### src/rtl/baccarat_round_ctrl.sv
// Baccarat round controller: sequences the card-load strobes, applies the third-card tableau,
// and holds the result lamps. start->load_pcard1 takes 1 cycle; start is ignored while busy.
module baccarat_round_ctrl #(
  parameter int CNT_W        = 8,
  parameter int HOLD_CYCLES  = 4,
  parameter int AUTO_RESTART = 0,
  parameter int TIE_LIGHTS   = 1
) (
  input  logic             slow_clock,
  input  logic             reset,
  input  logic             start,
  input  logic [3:0]       pscore,
  input  logic [3:0]       dscore,
  input  logic [3:0]       pcard3,
  output logic             load_pcard1,
  output logic             load_pcard2,
  output logic             load_pcard3,
  output logic             load_dcard1,
  output logic             load_dcard2,
  output logic             load_dcard3,
  output logic             player_win_light,
  output logic             dealer_win_light,
  output logic             busy,
  output logic             round_done,
  output logic [CNT_W-1:0] player_wins,
  output logic [CNT_W-1:0] dealer_wins,
  output logic [CNT_W-1:0] ties,
  output logic [CNT_W-1:0] rounds
);

  typedef enum logic [3:0] {
    S_IDLE, S_DEAL_P1, S_DEAL_D1, S_DEAL_P2, S_DEAL_D2, S_EVAL2,
    S_DEAL_P3, S_EVAL_D3, S_DEAL_D3, S_COMPARE, S_HOLD
  } state_t;

  typedef enum logic [1:0] {RES_NONE, RES_P, RES_D, RES_T} result_t;

  localparam int              HW        = (HOLD_CYCLES > 1) ? $clog2(HOLD_CYCLES) : 1;
  localparam logic [HW-1:0]   HOLD_LAST = HW'(HOLD_CYCLES - 1);
  localparam logic [CNT_W-1:0] CNT_MAX  = '1;

  state_t            state_q, state_d;
  result_t           result_q, result_d;
  logic [HW-1:0]     hold_q, hold_d;
  logic [CNT_W-1:0]  pwins_q, pwins_d, dwins_q, dwins_d, ties_q, ties_d, rounds_q, rounds_d;
  logic [3:0]        v3;
  logic              natural, dealer_draw;

  function automatic logic [CNT_W-1:0] sat_inc(input logic [CNT_W-1:0] c);
    return (c == CNT_MAX) ? c : c + CNT_W'(1);
  endfunction

  // Face cards and tens count zero; code 0 means no third card was dealt.
  always_comb begin
    v3      = (pcard3 != 4'd0 && pcard3 <= 4'd9) ? pcard3 : 4'd0;
    natural = (pscore >= 4'd8) || (dscore >= 4'd8);
    case (dscore)
      4'd0, 4'd1, 4'd2: dealer_draw = 1'b1;
      4'd3:             dealer_draw = (v3 != 4'd8);
      4'd4:             dealer_draw = (v3 >= 4'd2) && (v3 <= 4'd7);
      4'd5:             dealer_draw = (v3 >= 4'd4) && (v3 <= 4'd7);
      4'd6:             dealer_draw = (v3 >= 4'd6) && (v3 <= 4'd7);
      default:          dealer_draw = 1'b0;
    endcase
  end

  always_comb begin
    state_d          = state_q;
    result_d         = result_q;
    hold_d           = hold_q;
    pwins_d          = pwins_q;
    dwins_d          = dwins_q;
    ties_d           = ties_q;
    rounds_d         = rounds_q;
    load_pcard1      = 1'b0;
    load_pcard2      = 1'b0;
    load_pcard3      = 1'b0;
    load_dcard1      = 1'b0;
    load_dcard2      = 1'b0;
    load_dcard3      = 1'b0;
    player_win_light = 1'b0;
    dealer_win_light = 1'b0;
    round_done       = 1'b0;
    busy             = (state_q != S_IDLE);

    case (state_q)
      S_IDLE:    if (start) state_d = S_DEAL_P1;
      S_DEAL_P1: begin load_pcard1 = 1'b1; state_d = S_DEAL_D1; end
      S_DEAL_D1: begin load_dcard1 = 1'b1; state_d = S_DEAL_P2; end
      S_DEAL_P2: begin load_pcard2 = 1'b1; state_d = S_DEAL_D2; end
      S_DEAL_D2: begin load_dcard2 = 1'b1; state_d = S_EVAL2;   end
      S_EVAL2: begin
        if (natural)                state_d = S_COMPARE;
        else if (pscore <= 4'd5)    state_d = S_DEAL_P3;
        else if (dscore <= 4'd5)    state_d = S_DEAL_D3;
        else                        state_d = S_COMPARE;
      end
      S_DEAL_P3: begin load_pcard3 = 1'b1; state_d = S_EVAL_D3; end
      S_EVAL_D3: state_d = dealer_draw ? S_DEAL_D3 : S_COMPARE;
      // One spare cycle lets the datapath fold the dealer's third card into dscore.
      S_DEAL_D3: begin load_dcard3 = 1'b1; state_d = S_COMPARE; end
      S_COMPARE: begin
        if (pscore > dscore)      result_d = RES_P;
        else if (dscore > pscore) result_d = RES_D;
        else                      result_d = RES_T;
        hold_d  = '0;
        state_d = S_HOLD;
      end
      S_HOLD: begin
        player_win_light = (result_q == RES_P) || (result_q == RES_T && TIE_LIGHTS != 0);
        dealer_win_light = (result_q == RES_D) || (result_q == RES_T && TIE_LIGHTS != 0);
        if (hold_q == '0) begin
          round_done = 1'b1;
          rounds_d   = sat_inc(rounds_q);
          if (result_q == RES_P) pwins_d = sat_inc(pwins_q);
          if (result_q == RES_D) dwins_d = sat_inc(dwins_q);
          if (result_q == RES_T) ties_d  = sat_inc(ties_q);
        end
        if (hold_q == HOLD_LAST) state_d = (AUTO_RESTART != 0) ? S_DEAL_P1 : S_IDLE;
        else                     hold_d  = hold_q + HW'(1);
      end
      default: state_d = S_IDLE;
    endcase
  end

  always_ff @(posedge slow_clock) begin
    if (reset) begin
      state_q  <= S_IDLE;
      result_q <= RES_NONE;
      hold_q   <= '0;
      pwins_q  <= '0;
      dwins_q  <= '0;
      ties_q   <= '0;
      rounds_q <= '0;
    end else begin
      state_q  <= state_d;
      result_q <= result_d;
      hold_q   <= hold_d;
      pwins_q  <= pwins_d;
      dwins_q  <= dwins_d;
      ties_q   <= ties_d;
      rounds_q <= rounds_d;
    end
  end

  assign player_wins = pwins_q;
  assign dealer_wins = dwins_q;
  assign ties        = ties_q;
  assign rounds      = rounds_q;

endmodule

### config.mk
export PLATFORM = sky130hd
export DESIGN_NAME = baccarat_round_ctrl
export DESIGN_NICKNAME = d
export VERILOG_FILES = /design/src/rtl/baccarat_round_ctrl.sv
export SDC_FILE = /design/constraint.sdc
export NUM_CORES = 1
export LEC_CHECK = 0
export ABC_AREA = 1
export CORE_ASPECT_RATIO = 1.5
export CORE_MARGIN = 5
export CORE_UTILIZATION = 50
export DETAILED_ROUTE_END_ITERATION = 10
export PLACE_DENSITY = 0.89
export REMOVE_ABC_BUFFERS = 1
export SYNTH_ARGS = -nofsm -noshare
export SYNTH_HDL_FRONTEND = slang
export SYNTH_SLANG_ARGS = --single-unit
### constraint.sdc
create_clock -name slow_clock -period 2.75 [get_ports slow_clock]
set_clock_uncertainty 0.15 [all_clocks]
set_input_delay 0.55 -clock slow_clock [delete_from_list [all_inputs] [get_ports slow_clock]]
set_output_delay 0.55 -clock slow_clock [all_outputs]
set_load 0.05 [all_outputs]
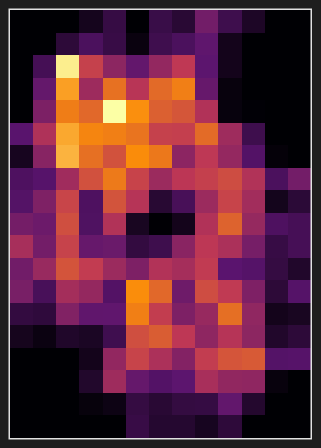
**Above:** run 1 (wiring heat map).
The die is cut into 13 by 19 equal tiles; black is low, pale yellow is high, scaled to the fullest tile. Values are wire area over tile area, all layers added.
The densest ninth of the die: top middle. The mean over all tiles is 0.14. 20% of the tiles are nearly empty. The fullest tile reaches 0.50.

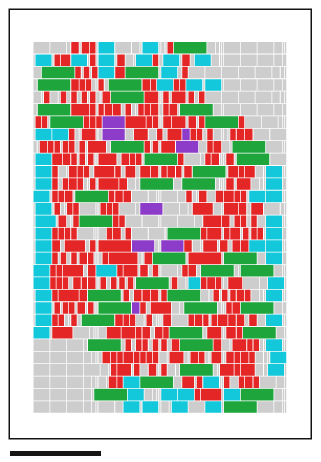
**Above:** run 1 (placed cells, one colour a class).
Bar = 20 um. Fill, decap, tap and diode cells in grey.
Key: green = flops [cells 40, share of their area 27%]; cyan = other buffers and delay cells [cells 57, share of their area 19%]; purple = clock drivers and dummy loads [cells 8, share of their area 3.1%]; red = combinational and other logic [cells 299, share of their area 51%]
final core occ: 67.60%
Finished Cell Area: 3070 um^2

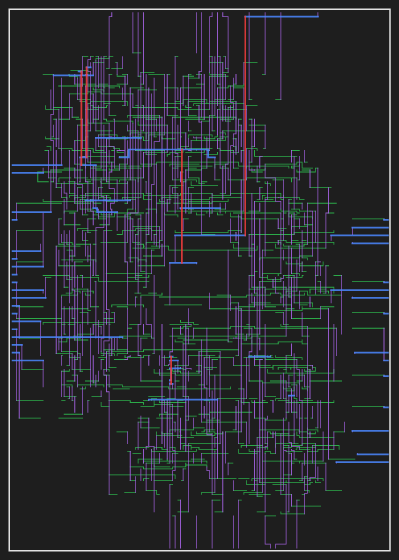
**Above:** run 1 (routed metal, one colour a layer).
Key: green = metal 1 [wire length 2,180 um]; purple = metal 2 [wire length 3,050 um]; red = metal 4 [wire length 94.5 um]; blue = metal 3 [wire length 258 um]

==> flow_metrics.tcl, run 1 <==
# flow metrics
set metrics [dict create \
    logic_family "simple AND/OR/NAND/NOR gates" \
    yosys.area_share.simple_pct 32.89 \
    hold_start "result_q[1]" \
    p_clk_share_pct 35.0 \
    first_iter_violations 130 \
    clkLatencyLatePin_ps 290 \
    grt.total_usage_pct 18.43 \
    ys_types 30 \
    p_switching_mw 0.3079 \
    power.internal_mw 0.8424 \
    synth.cellmix.compoundShare_pct 12.35 \
    finalHoldViolCount 0 \
    ys_seq_share_pct 34.06 \
    top_area_share_pct 34.06 \
    clock_path_buffers 2 \
    comb_area_um2 1346 \
    fin_crit_ps 2634 \
    p_leak_nw 1.293 \
    slowest_stage "clkdlybuf4s50_1" \
    clock_net_power_mw 0.403 \
    arrival_ps 1930 \
    num_rows 30 \
    r2r_setup_slack_ps 970 \
    common_cells "86 x nand2_1, 43 x inv_1, 41 x nor2_1, 40 x dfxtp_1, 33 x a21oi_1" \
    max_freq_mhz 379.6 \
    overflow 0 \
    numCtsBuffers 5 \
    drcViolationCount 0 \
    hp-class "reg2reg" \
    synth_top_cell_by_count "nand2_1" \
    worstSetupStartpointType "flop" \
    grt_max_degree 23 \
    reg2regPathDepth 7 \
    path_depth 5 \
    holdWs_ps 337.2 \
    dpl_cell_area_um2 2973 \
    max_stage_delay_ps 810 \
    final_nets 428 \
    placed_cells 460 \
    synth_warnings 0 \
    ys.flop_type "dfxtp_1" \
    yosys.area.top_type "dfxtp_1" \
    worst_slack_ps 115.9 \
    finalClockPeriodUsage_pct 95.78 \
    criticalPathCategory "reg2out" \
    status "complete, no violations" \
    swShare_pct 26.77 \
    post_cts_resized 0 \
    power_frac_comb_pct 13.5 \
    hold_end "result_q[1]" \
    critical_path.endpoint_type "output pin" \
    drt_wl_total_mm 5.576 \
    design.core.area_um2 4542 \
    required_ps 2050 \
    cts-root-buf "clkbuf_8" \
    crit_family "buffers and inverters" \
    rsz0062_at_grt "false" \
    post-cts-setup-buffers 0 \
    drt-pass1-iter-count 4 \
    die_y_um 93.98 \
    cp_max_fo 6 \
    post_cts_hold_buffer_count 0 \
]
run 1: tightest hold or removal path, stage by stage (launching register included):
cell     delay (ps)
dfxtp_1         320
nand2_1          60
a21oi_1          60
run 1: per-layer routing:
layer	wire length [um]	vias up	global-route usage, %
met4	94	0	7.119
met1	2175	1107	18.59
li1	-	1221	-
met5	0	-	0
met3	257	10	3.593
met2	3049	67	35.82
run 1: final cells by class:
| type | instances | area share, % |
|---|---|---|
| multi-input combinational | 253 | 43.85 |
| sequential | 40 | 26.08 |
| timing repair buffer | 57 | 18.66 |
| inverter | 46 | 5.786 |
| clock buffer | 6 | 2.689 |
| tap | 64 | 2.608 |
| clock inverter | 2 | 0.3260 |
==> run 1 -> run 2 <==
--- a/config.mk
+++ b/config.mk
@@ -8,9 +8,9 @@
 export ABC_AREA = 1
 export CORE_ASPECT_RATIO = 1.5
 export CORE_MARGIN = 5
-export CORE_UTILIZATION = 50
+export CORE_UTILIZATION = 45
 export DETAILED_ROUTE_END_ITERATION = 10
-export PLACE_DENSITY = 0.89
+export PLACE_DENSITY = 0.85
 export REMOVE_ABC_BUFFERS = 1
 export SYNTH_ARGS = -nofsm -noshare
 export SYNTH_HDL_FRONTEND = slang
==> constraint.sdc (replaced) <==
create_clock -name slow_clock -period 2.2 [get_ports slow_clock]
set_clock_uncertainty 0.15 [all_clocks]
set_input_delay 0.44 -clock slow_clock [delete_from_list [all_inputs] [get_ports slow_clock]]
set_output_delay 0.44 -clock slow_clock [all_outputs]
set_load 0.05 [all_outputs]
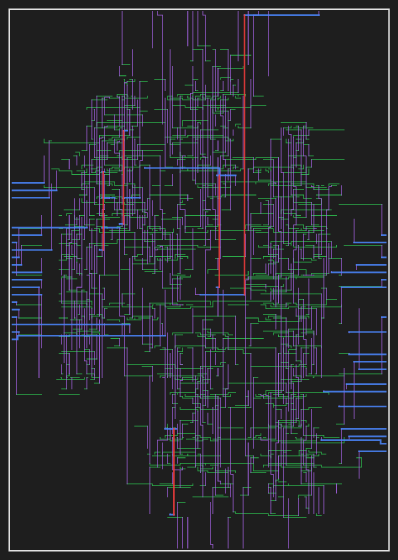
**Above:** run 2 (routed metal, one colour a layer).
post-DR wirelength/cell: 11.63 um
All-Layer GR Usage: 16.65%

==> run 2 against run 1 <==
First-iteration DRC count is 15% lower. Register-to-register slack got worse by 510 ps. Critical endpoint is now rounds[6]. Sequential cell count unchanged. Final area rose by 1.8%. Synthesized area did not move. Worst hold slack got worse by 1.4 ps. Cell count up 0.64%.
==> flow_metrics.tcl, run 2 <==
# flow metrics
set metrics [dict create \
    clkLatencyLatePin_ps 280 \
    path_depth 1 \
    max_freq_mhz 467.5 \
    grt_util_met1_pct 15.07 \
    drt-pass1-iter-count 4 \
    clock_net_power_mw 0.451 \
    post_cts_hold_buffer_count 0 \
    design.core.area_um2 5125 \
    power_frac_comb_pct 14.8 \
    holdWs_ps 335.8 \
    num_rows 32 \
    ys_types 30 \
    drcViolationCount 0 \
    die_y_um 98.53 \
    yosys.area.top_type "dfxtp_1" \
    slowest_stage "clkdlybuf4s50_1" \
    required_ps 1610 \
    max_stage_delay_ps 840 \
    top_area_share_pct 34.06 \
    criticalPathCategory "reg2out" \
    synth_top_cell_by_count "nand2_1" \
    synth_warnings 0 \
    hold_end "result_q[1]" \
    p_clk_share_pct 32.3 \
    first_iter_violations 110 \
    ys_seq_share_pct 34.06 \
    final_nets 428 \
    dpl_cell_area_um2 3045 \
    slew_headroom_pct 66.30 \
    critical_path.endpoint_type "output pin" \
    post-cts-setup-buffers 0 \
    crit_family "buffers and inverters" \
    hp-class "reg2reg" \
    reg2regPathDepth 9 \
    fin_crit_ps 2139 \
    hold_start "result_q[1]" \
    cts-root-buf "clkbuf_8" \
    worst_slack_ps 61.06 \
    grt_antenna_before_repair 0 \
    postLayoutCoreUtil_pct 60.99 \
    layout-drive-gt1-share_pct 8.437 \
    post_cts_resized 0 \
    clock_path_buffers 2 \
    fp_util_pct 45.87 \
    swShare_pct 26.28 \
    r2r_setup_slack_ps 460 \
    cp_max_fo 5 \
    common_cells "86 x nand2_1, 43 x inv_1, 41 x nor2_1, 40 x dfxtp_1, 33 x a21oi_1" \
    power.internal_mw 1.031 \
    p_leak_nw 1.312 \
    fin_area_um2 3126 \
    arrival_ps 1550 \
    finalClockPeriodUsage_pct 97.22 \
    rsz0062_at_grt "false" \
    met2_usage_pct 33.01 \
    top_usage_layer "met2" \
    status "complete, no violations" \
    max-vdd-ir-drop_mv 0.4080 \
    p_switching_mw 0.3673 \
    numCtsBuffers 5 \
    overflow 0 \
]
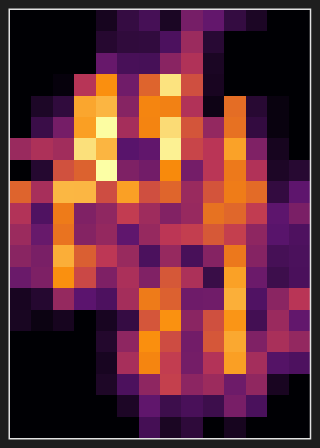
**Above:** run 2 (wiring heat map).
The die is cut into 14 by 20 equal tiles; black is low, pale yellow is high, scaled to the fullest tile. Values are wire area over tile area, all layers added.
Routed WL: 5.479 mm
vias post-DR: 2,353

[run 2: cell counts after synthesis]
No cell type changed its count.
[run 2: logic make-up (layout without fill, tap and decap cells)]
kind of cell / count (synthesis) / after routing / share of synthesized area [%]
compound gates: 56 / 56 / 12.35
flops: 40 / 40 / 34.06
xor+xnor: 18 / 18 / 6.706
fa+ha+maj: 10 / 10 / 5.322
simple gates: 169 / 169 / 32.89
buf+inv: 51 / 110 / 8.675
[run 2: layout make-up]
cell class	count	area, um^2
Timing Repair Buffer	57	638.1
Clock buffer	6	72.57
Inverter	46	177.7
Clock inverter	1	5.005
Fill cell	477	1999
Tap cell	68	85.08
Multi-Input combinational cell	253	1346
Sequential cell	40	800.8
[run 2: layer usage]
layer	wire, um	up-vias
li1	-	1221
met1	2072	1066
met2	2996	56
met3	291	10
met4	118	0
met5	0	-
